Design tdm_demux_1to4, sky130hd; sources not shown.
Fig. 1: PDN straps and rails
Scale: 8 px per µm. Pins as bars on the die edge.
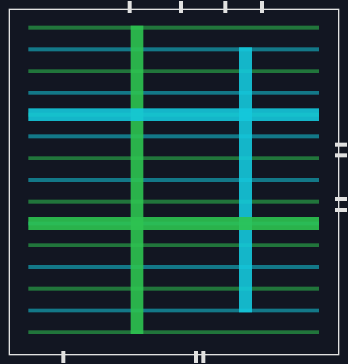
Cyan stands for VDD. Green stands for VSS.
15 met1 rails follow the rows. 2 straps on met4.
Worst IR Drop VDD: 482 µV
area of the core region: 0.00138 mm²
x dimension of the die: 41 µm

Fig. 2: cells coloured by class
Scale: 6 px per µm. Fill, decap, tap and diode cells in grey.
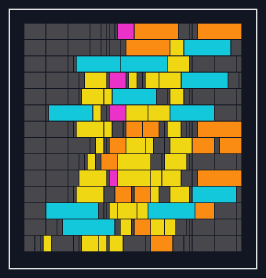
Magenta stands for clock drivers and dummy loads, cells 4. Yellow stands for remaining logic cells, cells 39. Orange stands for remaining buffers and delay cells, cells 16. Cyan stands for registers, cells 11.
final cell area excluding filler cells: 759 µm²
Site Rows: 14
flop share of the area: 30.6%
Core Util, Final: 54.9%

Fig. 3: clock wires, drivers and flops
Scale: 12 px per µm.
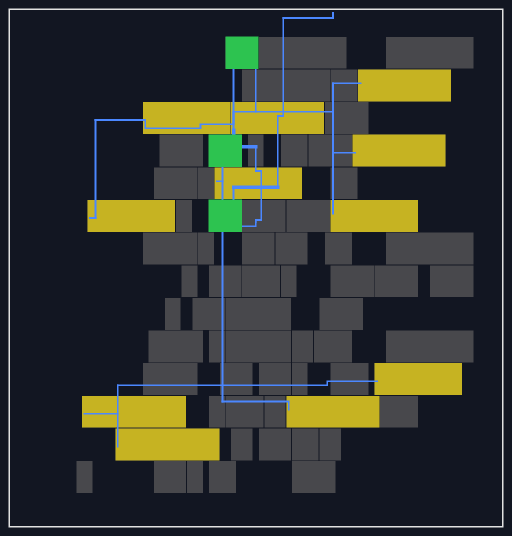
Blue stands for clock wires, length 158 µm. Green stands for clock-net drivers, count 3. Yellow stands for flip-flops, count 11.
There are 4 routed clock nets.
power share of the clock group: 35.2%
clock latency on the worst-skew pair: 0.27 ns

==> Slide: Implementation Results <==
Run Summary

Detailed routing
  • Sum of met2 wire segment lengths after detailed routing: between 400 and 500 µm
  • Number of nets still failing antenna checks after routing: 0
  • Residual DRC count: 0

Power
  • Power density over the cells: between 800 and 900 mW/mm²
  • Power Internal: roughly 0.50 mW
  • Total clock network power: about 0.23 mW

Place
  • Post-detail-place hpwl: 709 µm
  • Weighted congestion reported at the end of routability-driven placement: between 0.6 and 0.7
  • IO buf count: 9

Synthesis
  • Post-synth tally of flip-flops with integrated enable: 0
  • Fraction of the yosys area taken by sequential cells: between 40 and 50%
  • Post-Syn Area: 531 µm²
  • Xor+xnor area frac: 0%
  • Most instantiated library cell after synthesis: sky130_fd_sc_hd__dfxtp_1

Final layout
  • Clock-cell share of area: about 3.5%
  • Non-Clock Buffer Area Fraction: between 20% and 30%
  • Diode count: 0
  • Flip-flop count of the largest register, all copies and words added: 2
  • Layout Nets: around 80

STA
  • Tightest hold margin: 0.266 ns

Status
  • Run status: completed

GRT
  • Global Route met1 Usage: approximately 15%
  • Most utilized layer in the global route result: met2
  • GR met3 Demand/Resource: under 10%

Setup path
  • CP Data Arrival Time: 1.23 ns
  • Worst-case reg-to-reg path depth: 4
  • Series of cell instances along the critical path: ha_2 -> and3b_1 -> nand2_1 -> mux2i_1
  • Data required time of the critical path: approximately 1.3 ns
  • Reg-to-reg setup timing slack: between 0.015 and 0.02 ns
  • Number of buffer and inverter instances along the worst setup path: 0

Hold path
  • Worst hold path cell count: 2

CTS
  • Hold Buf Count CTS: 0
  • Buffer cell driving the clock tree root: sky130_fd_sc_hd__clkbuf_4

Floorplan
  • Core utilization before placement: 38.3%
  • Top-level I/O count: 11

Flow run
  • Max-cap check violation count: 0
[cells in the final DEF (no fill, tap or decap), drive strengths merged]
| cell type | synthesis | layout |
|---|---|---|
| and3b | 1 | 1 |
| ha | 5 | 5 |
| conb | 1 | 1 |
| nor2 | 1 | 1 |
| and4 | 1 | 1 |
| nand3 | 1 | 1 |
| buf | 3 | 12 |
| clkbuf | 1 | 4 |
| a32oi | 1 | 1 |
| nor2b | 6 | 6 |
| inv | 2 | 2 |
| o21ai | 2 | 2 |
| dlygate4sd2 | 0 | 1 |
| mux2i | 7 | 7 |
| a21oi | 2 | 2 |
| dfxtp | 11 | 11 |
| nand2 | 7 | 7 |
| nand4b | 1 | 1 |
| o21a | 1 | 1 |
| clkdlybuf4s50 | 0 | 3 |
No activity file was given, so power comes from the tool's default toggle rates.
